## src/rtl/if_stage.sv

```systemverilog
`default_nettype none
// ============================================================================
// Module : if_stage
// Brief  : MIPS instruction-fetch stage. Owns the PC and issues one fetch at a
//          time. Holds the IF/ID register, with a skid slot for stalls.
// Rev    : 1.0  initial release
// ============================================================================
module if_stage #(
    parameter int                  PC_WIDTH = 32,
    parameter logic [PC_WIDTH-1:0] RESET_PC = {PC_WIDTH{1'b0}}
) (
    input  logic                clk,
    input  logic                rst_n,
    input  logic                stall,
    input  logic                redirect,
    input  logic [PC_WIDTH-1:0] redirect_pc,
    output logic                imem_req,
    output logic [PC_WIDTH-1:0] imem_addr,
    input  logic                imem_ready,
    input  logic                imem_rvalid,
    input  logic [31:0]         imem_rdata,
    output logic                if_id_valid,
    output logic [31:0]         if_id_instr,
    output logic [5:0]          if_id_op,
    output logic [PC_WIDTH-1:0] if_id_pc4
);

    typedef enum logic [1:0] {
        S_REQ  = 2'd0,
        S_WAIT = 2'd1,
        S_HOLD = 2'd2
    } stateT;

    localparam logic [PC_WIDTH-1:0] c_pcInc     = PC_WIDTH'(4);
    localparam logic [PC_WIDTH-1:0] c_alignMask = ~(PC_WIDTH'(3));

    stateT               r_state;
    logic [PC_WIDTH-1:0] r_pc;
    logic [PC_WIDTH-1:0] r_reqPc;
    logic                r_discard;
    logic                r_imemReq;
    logic [31:0]         r_skidInstr;
    logic [PC_WIDTH-1:0] r_skidPc4;
    logic                r_ifIdValid;
    logic [31:0]         r_ifIdInstr;
    logic [PC_WIDTH-1:0] r_ifIdPc4;

    logic                w_accept;
    logic                w_ifIdFree;
    logic [PC_WIDTH-1:0] w_redirTarget;
    logic [PC_WIDTH-1:0] w_reqPc4;

    // r_imemReq is only ever set while in S_REQ, so it doubles as the REQ qualifier
    assign w_accept      = (r_state == S_REQ) && r_imemReq && imem_ready;
    assign w_ifIdFree    = !r_ifIdValid || !stall;
    assign w_redirTarget = redirect_pc & c_alignMask;
    assign w_reqPc4      = r_reqPc + c_pcInc;

    always_ff @(posedge clk or negedge rst_n) begin
        if (!rst_n) begin
            r_state     <= S_REQ;
            r_pc        <= RESET_PC;
            r_reqPc     <= RESET_PC;
            r_discard   <= 1'b0;
            r_imemReq   <= 1'b0;
            r_skidInstr <= 32'd0;
            r_skidPc4   <= {PC_WIDTH{1'b0}};
            r_ifIdValid <= 1'b0;
            r_ifIdInstr <= 32'd0;
            r_ifIdPc4   <= {PC_WIDTH{1'b0}};
        end else begin
            // Unstalled ID consumes the current word; a load below overrides the bubble
            if (!stall) begin
                r_ifIdValid <= 1'b0;
            end

            if (redirect) begin
                r_pc        <= w_redirTarget;
                r_ifIdValid <= 1'b0;
                case (r_state)
                    S_REQ: begin
                        if (w_accept) begin
                            r_discard <= 1'b1;
                            r_state   <= S_WAIT;
                            r_imemReq <= 1'b0;
                        end else begin
                            r_imemReq <= 1'b1;
                        end
                    end
                    S_WAIT: begin
                        if (imem_rvalid) begin
                            r_discard <= 1'b0;
                            r_state   <= S_REQ;
                            r_imemReq <= 1'b1;
                        end else begin
                            r_discard <= 1'b1;
                        end
                    end
                    default: begin
                        r_state   <= S_REQ;
                        r_imemReq <= 1'b1;
                    end
                endcase
            end else begin
                case (r_state)
                    S_REQ: begin
                        if (w_accept) begin
                            r_reqPc   <= r_pc;
                            r_pc      <= r_pc + c_pcInc;
                            r_state   <= S_WAIT;
                            r_imemReq <= 1'b0;
                        end else begin
                            r_imemReq <= 1'b1;
                        end
                    end
                    S_WAIT: begin
                        if (imem_rvalid) begin
                            if (r_discard) begin
                                r_discard <= 1'b0;
                                r_state   <= S_REQ;
                                r_imemReq <= 1'b1;
                            end else if (w_ifIdFree) begin
                                r_ifIdValid <= 1'b1;
                                r_ifIdInstr <= imem_rdata;
                                r_ifIdPc4   <= w_reqPc4;
                                r_state     <= S_REQ;
                                r_imemReq   <= 1'b1;
                            end else begin
                                r_skidInstr <= imem_rdata;
                                r_skidPc4   <= w_reqPc4;
                                r_state     <= S_HOLD;
                            end
                        end
                    end
                    S_HOLD: begin
                        if (!stall) begin
                            r_ifIdValid <= 1'b1;
                            r_ifIdInstr <= r_skidInstr;
                            r_ifIdPc4   <= r_skidPc4;
                            r_state     <= S_REQ;
                            r_imemReq   <= 1'b1;
                        end
                    end
                    default: begin
                        r_state   <= S_REQ;
                        r_imemReq <= 1'b1;
                    end
                endcase
            end
        end
    end

    assign imem_req    = r_imemReq;
    assign imem_addr   = r_pc;
    assign if_id_valid = r_ifIdValid;
    assign if_id_instr = r_ifIdInstr;
    assign if_id_op    = r_ifIdInstr[31:26];
    assign if_id_pc4   = r_ifIdPc4;

endmodule
`default_nettype wire

```

## config.mk

```make
export PLATFORM = sky130hd
export DESIGN_NAME = if_stage
export DESIGN_NICKNAME = d
export VERILOG_FILES = /design/src/rtl/if_stage.sv
export SDC_FILE = /design/constraint.sdc
export NUM_CORES = 1
export LEC_CHECK = 0
export CELL_PAD_IN_SITES_DETAIL_PLACEMENT = 0
export CELL_PAD_IN_SITES_GLOBAL_PLACEMENT = 1
export CORE_ASPECT_RATIO = 0.6
export CORE_MARGIN = 1.5
export CORE_UTILIZATION = 44
export CTS_BUF_LIST = sky130_fd_sc_hd__clkbuf_8 sky130_fd_sc_hd__clkbuf_16
export DETAILED_ROUTE_END_ITERATION = 16
export GPL_ROUTABILITY_DRIVEN = 1
export PLACE_DENSITY = 0.89
export SLEW_MARGIN = 10
export SYNTH_ARGS = -nofsm -noshare
export SYNTH_HDL_FRONTEND = slang
export SYNTH_SLANG_ARGS = --single-unit
```

## constraint.sdc

```tcl
create_clock -name clk -period 3.6 [get_ports clk]
set_clock_uncertainty 0.1 [all_clocks]
set_input_delay 1.08 -clock clk [delete_from_list [all_inputs] [get_ports clk]]
set_output_delay 1.08 -clock clk [all_outputs]
set_load 0.03 [all_outputs]
```

Run 1, PDN straps and rails:
Scale bar: 50 µm. Pins as bars on the die edge.
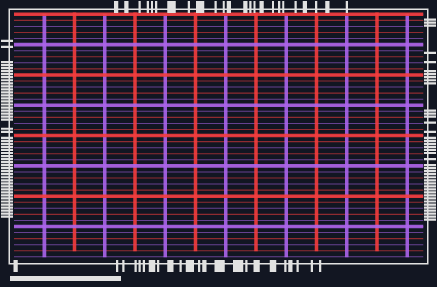
- purple: VSS
- red: VDD
- rows: 40
- met1 rails: 41
- met5 straps: 8
- met4 straps: 13
core area: 0.01997 mm²
Worst VDD drop: 0.4546 mV
die extent in x: 187.1 µm

Run 1, placement by cell class:
Fill, decap, tap and diode cells in gray.
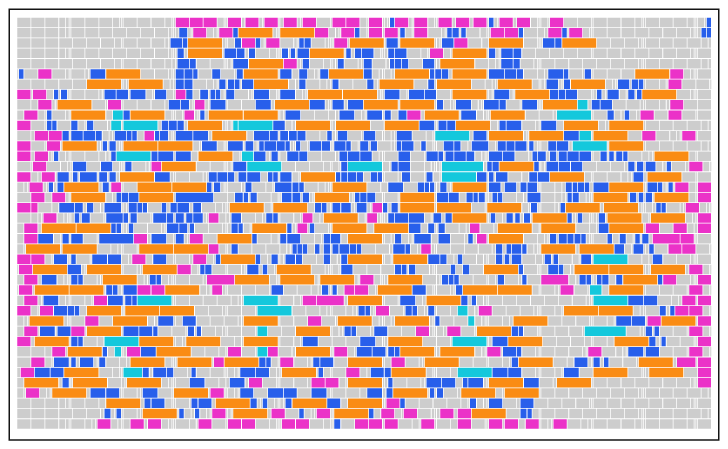
- magenta: remaining buffers and delay cells (cells 190; share of their area 17%)
- blue: combinational and other logic (cells 612; share of their area 36%)
- cyan: clock drivers and dummy loads (cells 32; share of their area 5.2%)
- orange: sequential cells (cells 189; share of their area 42%)
flop share of the area: 40.98%
cell row count: 40

Run 1, clock distribution:
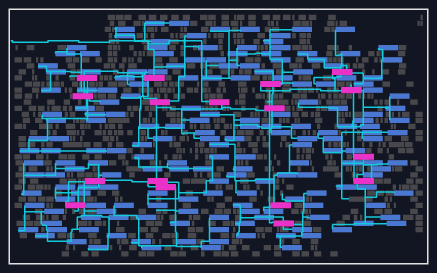
- magenta: clock drivers (count 17)
- cyan: clock wires (length 2350 µm)
- blue: flip-flops (count 189)
- flops lie: widely spread
clk pwr: 0.00187 W
relative contribution of the clock network to total power: 21.6%
clock network latency to the later pin of the worst-skew pair: 440 ps

==> results.txt, run 1 <==
Here are the numbers from the latest Yosys + OpenROAD run.

The flow ran to the end, and the final reports show no timing, DRC or antenna violations. The instance area at placement is 0.01096 mm². The post-synthesis register bit count is 189. The maximum fanout along the worst path came out at 11.

The number of non-clock buffers is 190. After technology mapping, the gate count stands at 859. The fraction of cell area in non-clock buffers came out at 16.40%. The proportion of total power due to net switching came out at 38.05%. The warning tally printed by Yosys for this design is 0.

The worst hold path begins at if_id_pc4[22]$_DFFE_PN0P_. The maximum cell stage delay along the critical path came out at 570 ps. The wire length per cell came out at 16.76 µm.

The final report gives the standard cell area, fillers excluded, as 0.01154 mm². The count of buffer and inverter cells on the critical path came out at 1. Dividing total power by cell area gives a power density of 752.6 mW/mm². In this run the tools logged warnings totalling 30. The total number of cells along the worst setup path came out at 6. The number of tap cells inserted is 273. Yosys instantiated no cell more often than sky130_fd_sc_hd__dfrtp_1.

The critical path arrival came out at 3230 ps. The worst-margin pin slew is 993.4 ps. Setup repair after global routing left no endpoint under its margin. The number of sinks on the clock net is 189. The area of the multi-input gates is 0.003935 mm². Max-cap violations in this run came to 0.

The post-synth count of flops with an enable pin is 0. The power consumed by combinational cells came out at 0.00330 W. The clock tree from TritonCTS is yes. For the final routed database, the setup TNS stands at 0 ps. The required time reported for the critical path endpoint came out at 3840 ps. After layout, the design draws a total of 0.008685 W.

Following the worst setup path forward leads to its endpoint at if_id_pc4[9]$_DFFE_PN0P_. The worst hold path endpoint is if_id_pc4[22]$_DFFE_PN0P_. The share of Yosys cell area claimed by the top area cell type is 52.86%. Ranked by instance count, the synthesized netlist is headed by sky130_fd_sc_hd__dfrtp_1 (189), sky130_fd_sc_hd__nand2_1 (125), sky130_fd_sc_hd__o21ai_0 (96). Per the final timing report, the hold violations number 0. The detailed-routing iteration count for the pre-antenna-repair pass came out at 5. The detailed router reports a met2 wire length of 8.847 mm.

The clock root buffer master is sky130_fd_sc_hd__clkbuf_16. Global routing put the most usage on met1. Ranked by power, first place goes to registers.

The number of setup buffers added after CTS is 0. The post-cts sizing count came out at 0. The initial core utilization is 44.81%. Summing the sequential cell areas from Yosys gives 52.86% of the chip area. The most critical min-delay path falls under reg -> reg. The fraction of synthesized area in multiplexers came out at 12.71%. For reference, full adder, half adder and majority cells occupy 0.6992% of the area reported after synthesis. The number of antenna diodes in the final layout is 0. The critical path is of the in -> reg type. The first-pass GRT wire length is 35.25 mm. Global routing consumed, on the met2 layer, 29.49% of the routing resources. The routed wire length on met3 is 1.464 mm. The relative slew slack is 33.16%.

The summed standard-cell area reported by yosys is 0.008947 mm². The met3 usage in global routing came out at 6.585%. The fraction of registers with async set/reset came out at 100.0%. By area, flip-flops and latches come first. The DRC violation count after routing is 0. Traced cell by cell, the critical path runs through clkdlybuf4s50_1 -> nor4bb_1 -> a21oi_1 -> nor2_1 -> nand2_1 -> o211ai_1.

The global routing report lists met1 layer usage as 31.62%. The sequential logic power came out at 0.00351 W. The number of port buffers came out at 167. Routed signal wires occupy layers up through met4.

Global routing finished with a remaining overflow of 0. The sequential cell count came out at 189. Entering global routing, the biggest net connects 62 pins.

The initial antenna violation count is 0. The clock-pin slew on the worst setup and hold paths came out at 70 ps. The growth of design area from synthesis to finish came out at 28.97%. The half-perimeter wire length after placement is 15.54 mm.

The area fraction in xor and xnor cells is 4.894%. sky130_fd_sc_hd__dfrtp_1 takes more of the synthesized area than any other cell. The final net count is 1085. The post-route minimum period came out at 2986 ps. The timing report shows that the slowest cell on the worst path is sky130_fd_sc_hd__clkdlybuf4s50_1.

The synthesized cell area came out at 0.008947 mm². The synthesized netlist devotes 9.943% of its cell area to compound gates. The startpoint class of the critical path is an input port. The simple logic cell fraction of the synthesized area is 15.19%. The power share of the combinational group is 38.0%. The first routing iteration left 461 violations.

The number of cells on the worst reg-to-reg path is 5. The final tally of setup violations came out at 0. The number of non-clock inverters in the layout is 15. The routability congestion estimate came out at 0.8286. The worst-case reg-to-reg setup slack stands at 920 ps.
## run 1: cell usage in the layout, fill, tap and decap left out, drive strengths merged, types with 7 or more instances in the layout
cell type	Yosys	layout
a21oi	15	15
nand2b	7	7
nor2	26	26
xnor2	19	19
dfrtp	189	189
and3	7	7
inv	14	16
nor3	12	12
xor2	31	31
mux2	69	69
o211ai	8	8
and4	10	10
clkdlybuf4s50	0	165
nand3	43	43
mux2i	36	36
nor4	13	13
nand2	125	125
clkbuf	37	19
buf	24	24
nand4	18	18
o21ai	102	102
## run 1: through the flow
step                instances  hold WS [ps]  setup WS [ps]
floorplan                 862         341.3          947.8
global placement         1264         355.1          299.1
detailed placement       1264         370.0          218.9
CTS                      1296         385.2          665.8
global route             1296         409.1          468.1
finish                   1296         379.2          613.7
Run 1, clock routing:
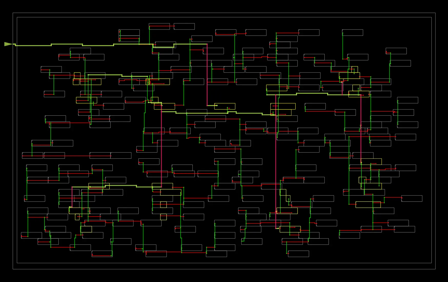

## Run 2: what changed since run 1
- CORE_UTILIZATION: 44 -> 40
- PLACE_DENSITY: 0.89 -> 0.83
- clock period: 3.6 -> 2.9 ns (I/O delays scaled with it)
Run 2, clock routing:
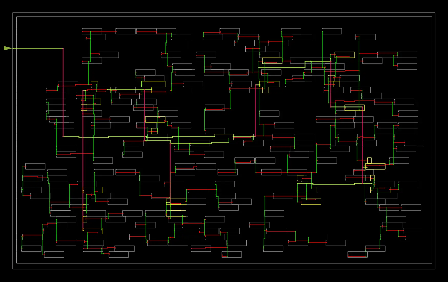
CLK BUF: 19
clk pwr: 0.00228 W
Flops: 189
number of buffers added by the clock tree synthesis step: 17

==> results.txt, run 2 <==
Here are the numbers from the latest Yosys + OpenROAD run.

The detailed-routing iteration count for the pre-antenna-repair pass came out at 5. The growth of design area from synthesis to finish came out at 31.17%. The total of max-cap violations came out at 0.

The DRC violation count after routing came out at 0. The summed standard-cell area reported by yosys came out at 0.008947 mm². The initial antenna violation count is 0. Entering global routing, the biggest net connects 59 pins. The clock root buffer master is sky130_fd_sc_hd__clkbuf_16. Among all stages on the critical path, the largest delay is contributed by sky130_fd_sc_hd__clkdlybuf4s50_1. The area enclosed by the die boundary is 0.02330 mm². Leaving out fill and tap cells, the most frequent cells in the layout are sky130_fd_sc_hd__dfrtp_1 (189), sky130_fd_sc_hd__clkdlybuf4s50_1 (165), sky130_fd_sc_hd__nand2_1 (124). The power per standard cell area came out at 921.4 mW/mm². After floorplanning, the core was sized to cover 0.02202 mm². The number of global-route vias before repair came out at 6909. The final power report lists total power as 0.01081 W.

The number of non-clock buffers came out at 208. The startpoint identified for the worst register-to-register timing path is r_reqPc[3]$_DFFE_PN0P_. In this run the critical register-to-register path is captured at if_id_pc4[24]$_DFFE_PN0P_. The number of flops mapped to enable cells by yosys came out at 0. The synthesized cell area is 0.008947 mm².

The internal power contribution came out at 0.006662 W. The number of port buffers is 167. The timing report notes that buffer and inverter cells on the critical path total 1. The total number of placement rows is 42.

The final tally of hold violations is 0. Detailed placement finished with a half-perimeter wire length of 16.38 mm. The repair_antennas step left the layout with diodes totalling 0. The count of hold buffers inserted by post-cts repair is 0. The largest contributor to cell area by class is flip-flops and latches. The post-synthesis register bit count is 189. The OpenROAD report gives the critical path a data arrival time of 1680 ps. By count the netlist is led by sky130_fd_sc_hd__dfrtp_1 (189), sky130_fd_sc_hd__nand2_1 (125), sky130_fd_sc_hd__o21ai_0 (96). The number of cells on the worst reg-to-reg path is 6. The wire length per cell came out at 17.05 µm. The fraction of area in clock buffers and inverters came out at 4.829%. Counting only logic cells after layout, the most numerous master is sky130_fd_sc_hd__dfrtp_1. The die height came out at 118.9 µm. The final net count came out at 1103. The number of nets still failing antenna checks after routing came out at 0. The synthesis report gives the async set-or-reset register share as 100.0%. The signal on the critical path passes through clkdlybuf4s50_1. The placement summary gives the final routability congestion estimate as 0.8211. The fraction of layout instances using a drive strength above 1 came out at 15.18%.

The sequential share of cell area is 40.30%. Dividing the synthesized area by the synthesized cell count gives 10.42 µm². For reference, the top logic cell family by area is simple AND/OR/NAND/NOR gates.

VDD sags by at most 0.5102 mV. The area of the multi-input gates came out at 0.003935 mm². STA classifies the critical path startpoint as a flop.

The post-cts sizing count is 0. The power share of the sequential group is 40.1%. The insertion delay at the late pin of the worst-skew pair came out at 440 ps.

After Yosys synthesis, AND-OR and OR-AND compound gates account for 9.943% of the synthesized area. The clock-pin slew on the worst setup and hold paths came out at 60 ps. The first-pass GRT wire length came out at 37.53 mm. According to the timing report, the critical path is launched from imem_addr[7]$_DFFE_PN0P_. The number of cells in Yosys stat is 859. The instance area at placement is 0.01117 mm². The setup path with the least slack is of type reg -> out. Following the worst setup path forward leads to its endpoint at imem_addr[7]. Among all stages on the critical path, the maximum delay recorded is 740 ps. The number of warnings printed during yosys synthesis is 0. The final tally of setup violations is 0. Of the total power, the share spent switching nets is 38.39%. The count of fill cells added during filler insertion came out at 1987. The maximum fanout along the worst path is 4.

The slack of the worst reg-to-reg path is 370 ps. The total number of cells along the worst setup path came out at 1. The share of Yosys cell area claimed by the top area cell type is 52.86%. The number of non-clock inverters in the layout is 15. In the final layout, flip-flops and latches occupy 0.004730 mm². Global routing finished with a remaining overflow of 0. The detailed router placed 6967 vias in this run.

The leakage dissipation is 4.964 nW. The maximum clock frequency came out at 377.6 MHz. The first-iteration detailed-routing DRC count came out at 367.

The number of distinct standard cells referenced by the synthesized netlist is 54. The required time reported for the critical path endpoint came out at 1930 ps. The adder and majority gate portion of the synthesized area is 0.6992%. By instance count, the leading cell after synthesis is sky130_fd_sc_hd__dfrtp_1. The final-layout setup total negative slack came out at 0 ps. The sequential share of the synthesized area is 52.86%.

The final design utilization came out at 53.30%. Warnings raised by the tools during the run amount to 30. The part of the cycle the worst path needs came out at 91.31%. The width of the die is 196.1 µm. The number of setup buffers added after CTS is 0. In this run, placement finished with an instance count of 1295. Timing analysis after detailed placement gives a worst setup slack of -41.42 ps. The post-route minimum period came out at 2648 ps. The number of top-level pins is 174. The fraction of synthesized area in multiplexers is 12.71%. The clock passes through at most 2 buffers.

Summed over all routing layers, the global router reports a total usage of 20.62%. The cell count after synthesis came out at 859. The final cell count without fillers is 1327. The power spent charging and discharging nets is 0.004152 W. Setup repair after global routing left no endpoint under its margin.

Combinational cells account for 38.8% of the total power. The area fraction in xor and xnor cells came out at 4.894%. The number of sinks on the clock net is 189. The final timing report gives a worst setup slack of 252.0 ps. The layout report gives the multi-input gate share of total cell area as 33.53%.

The run finished with clean final reports. The class of the worst hold path is in -> async. The top cell type by total area after synthesis is sky130_fd_sc_hd__dfrtp_1. The portion of total power attributed to the clock network is 21.1%. The simple logic cell fraction of the synthesized area is 15.19%. The fraction of cell area in non-clock buffers is 17.81%.

Headroom to the max-slew limit came out at 48.37%. The H-tree depth reported by CTS came out at 4. The clock tree from TritonCTS is yes. The transition time recorded at the tightest slew-check pin is 764.8 ps. The number of tap cells inserted came out at 286. The final report gives the standard cell area, fillers excluded, as 0.01174 mm². The max-slew violation total from the final report is 0. The multi-input combinational cell count came out at 597. The post-route worst hold slack came out at 292.6 ps.

The initial core utilization came out at 40.64%.
[run 2: cell count changes in the layout (fill, tap and decap cells not counted), sizes merged]
cell      change
clkbuf        +1
clkinvlp      -2
buf          +18
bufinv        -1
inv           +2
[run 2: power groups by stage]
stage / logic [W] / registers [W] / clock network, W
after floorplan: 0.00162 / 0.00511 / 0
after global placement: 0.00415 / 0.00433 / 0
after detailed placement: 0.00423 / 0.00436 / 0
after CTS: 0.00424 / 0.00433 / 0.00234
after global routing: 0.00454 / 0.00447 / 0.00245
final: 0.00420 / 0.00433 / 0.00228
[run 2: routing by layer]
metal | up-vias | wire (µm) | track usage, %
met5 | - | 0 | 0
met4 | 0 | 236 | 6.154
met3 | 17 | 1253 | 5.296
met2 | 162 | 9237 | 27.87
met1 | 3443 | 11890 | 31.93
li1 | 3345 | - | -
## Run 3: what changed since run 2
- CAP_MARGIN: not set -> 20
Run 3, placement by cell class:
Fill, decap, tap and diode cells in gray.
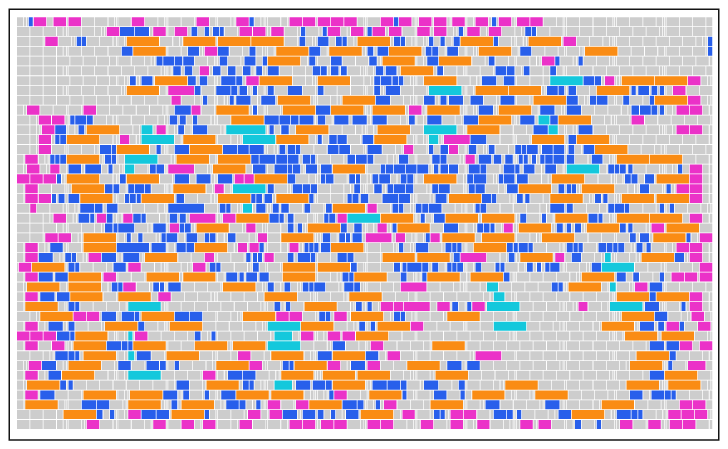
- blue: combinational and other logic (cells 612; share of their area 35%)
- cyan: clock drivers and dummy loads (cells 32; share of their area 5.0%)
- magenta: remaining buffers and delay cells (cells 208; share of their area 18%)
- orange: sequential cells (cells 189; share of their area 42%)
cell row count: 42
flop share of the area: 40.30%

==> results.txt, run 3 <==
Here are the numbers from the latest Yosys + OpenROAD run.

The required time reported for the critical path endpoint came out at 1930 ps. The slack of the worst reg-to-reg path came out at 370 ps. The violation tally recorded at the end of detailed-routing iteration 0 is 367.

The die height is 118.9 µm. The sequential share of the synthesized area is 52.86%. By instance count after routing, the leading logic cell type is sky130_fd_sc_hd__dfrtp_1. The number of distinct standard cells referenced by the synthesized netlist is 54. The routed layout reports a DRC error count of 0. After legalization and detailed placement, the total HPWL measured 16.38 mm. In this run, power in combinational logic comes to 0.00420 W. The count of buffers added on input and output ports is 167.

The pin count of the biggest net entering global routing came out at 59. After detailed placement, the design holds a cell count of 1295. The proportion of total power due to net switching came out at 38.39%.

The global routing's busiest layer is met1. The total chip power is 0.01081 W. The worst-case setup margin in the final layout came out at 252.0 ps. Internal power comes to 0.006662 W. The post-synth count of flops with an enable pin is 0. The wire length per cell came out at 17.05 µm. The area inside the core boundary came out at 0.02202 mm². The destination of the worst register-to-register timing path is if_id_pc4[24]$_DFFE_PN0P_. The final tally of hold violations is 0.

The portion of total power attributed to the clock network came out at 21.1%. The routability congestion estimate came out at 0.8211. Power attributed to sequential cells is 0.00433 W. Per the detail_route report, the via count comes to 6967. For this run, the script counts the antenna cells in the layout as 0. The initial core utilization is 40.64%. The number of setup buffers added after CTS came out at 0.

The critical path arrival came out at 1680 ps. The max-slew violation total from the final report came out at 0. By instance count after routing, the leading logic cell types are sky130_fd_sc_hd__dfrtp_1 (189), sky130_fd_sc_hd__clkdlybuf4s50_1 (165), sky130_fd_sc_hd__nand2_1 (124).

STA classifies the critical path startpoint as a flop. Post-route period utilization is reported as 91.31%. The insertion delay at the late pin of the worst-skew pair came out at 440 ps.

The maximum clock frequency is 377.6 MHz. The first global-routing pass estimated 37.53 mm of wire. The fraction of layout instances using a drive strength above 1 came out at 15.18%. The final net count came out at 1103.

In this run the mean area of a mapped cell was 10.42 µm². The largest individual stage delay along the critical path comes from the cell sky130_fd_sc_hd__clkdlybuf4s50_1. The final design utilization came out at 53.30%. The power drawn by the clock network came out at 0.00228 W. The synthesized cell area is 0.008947 mm².

The maximum resistive drop on vdd came out at 0.5102 mV. The finished layout holds 1327 standard cells, fillers aside. Summed over its instances, the top area cell type makes up 52.86% of the synthesized netlist area. Detailed routing placed a total of 1.253 mm of wire on met3. The clock tree from TritonCTS is yes. Of all cell types, the one taking the most synthesized area is sky130_fd_sc_hd__dfrtp_1.

The count of buffer and inverter cells on the critical path came out at 1. The number of cells on the worst reg-to-reg path is 6. Setup repair after global routing left no endpoint under its margin. In this run, post-CTS hold repair placed 0 buffers. The total of max-cap violations came out at 0. STA reports the tightest min-delay check as being of type in -> async. Looking at the gate-level netlist, the highest instance count belongs to sky130_fd_sc_hd__dfrtp_1. On the worst path, the slowest cell contributes a delay of 740 ps.

The detailed-routing iteration count for the pre-antenna-repair pass is 5. In the per-layer summary, the met1 wirelength comes to 11.89 mm. The instance area at placement is 0.01117 mm². The summed standard-cell area reported by yosys came out at 0.008947 mm². The post-route minimum period is 2648 ps. According to the timing report, the critical path is captured at imem_addr[7]. For this run, global-route usage on met3 was measured as 5.296%. The initial antenna violation count was 0. 174 I/O pins were placed.

The worst setup slack after placement came out at -41.42 ps. The growth of design area from synthesis to finish is 31.17%. Setup total negative slack on the finished layout was measured at 0 ps. The post-route worst hold slack is 292.6 ps. The critical path starts at imem_addr[7]$_DFFE_PN0P_. CTS placed an instance of sky130_fd_sc_hd__clkbuf_16 at the clock tree root. Looking at the max-slew report, the worst-margin pin has a slew of 764.8 ps.

On met2, the global router reports a usage of 27.87%. The category of the critical setup timing path is reg -> out. The flow ran to the end, and the final reports show no timing, DRC or antenna violations. The max-slew check reports its worst relative slack as 48.37%. The number of warning messages in the logs came out at 30. The heaviest power group is registers. The number of global-route vias before repair came to 6909. The met1 capacity usage during global routing came out at 31.93%.
## run 3: cell counts after synthesis
Identical to the previous run, type by type.
## run 3: cell families after synthesis
| group | Yosys count | synth area share [%] |
|---|---|---|
| AND-OR/OR-AND | 155 | 9.943 |
| XOR/XNOR | 50 | 4.894 |
| adder cells (fa/ha/maj) | 5 | 0.6992 |
| buffers and inverters | 76 | 3.664 |
| flip-flops | 189 | 52.86 |
| multiplexers | 105 | 12.71 |
| other | 1 | 0.04191 |
| AND/OR/NAND/NOR | 278 | 15.19 |
## run 3: layout make-up
type	instances	area [µm²]
clock buffer	19	452.9
clock inverter	13	113.9
fill	1987	10280
inverter	15	56.30
multi-input combinational	597	3935
sequential	189	4730
tap	286	357.8
timing repair buffer	208	2091
Power figures rest on the tool's default switching activity, not on a simulated workload.
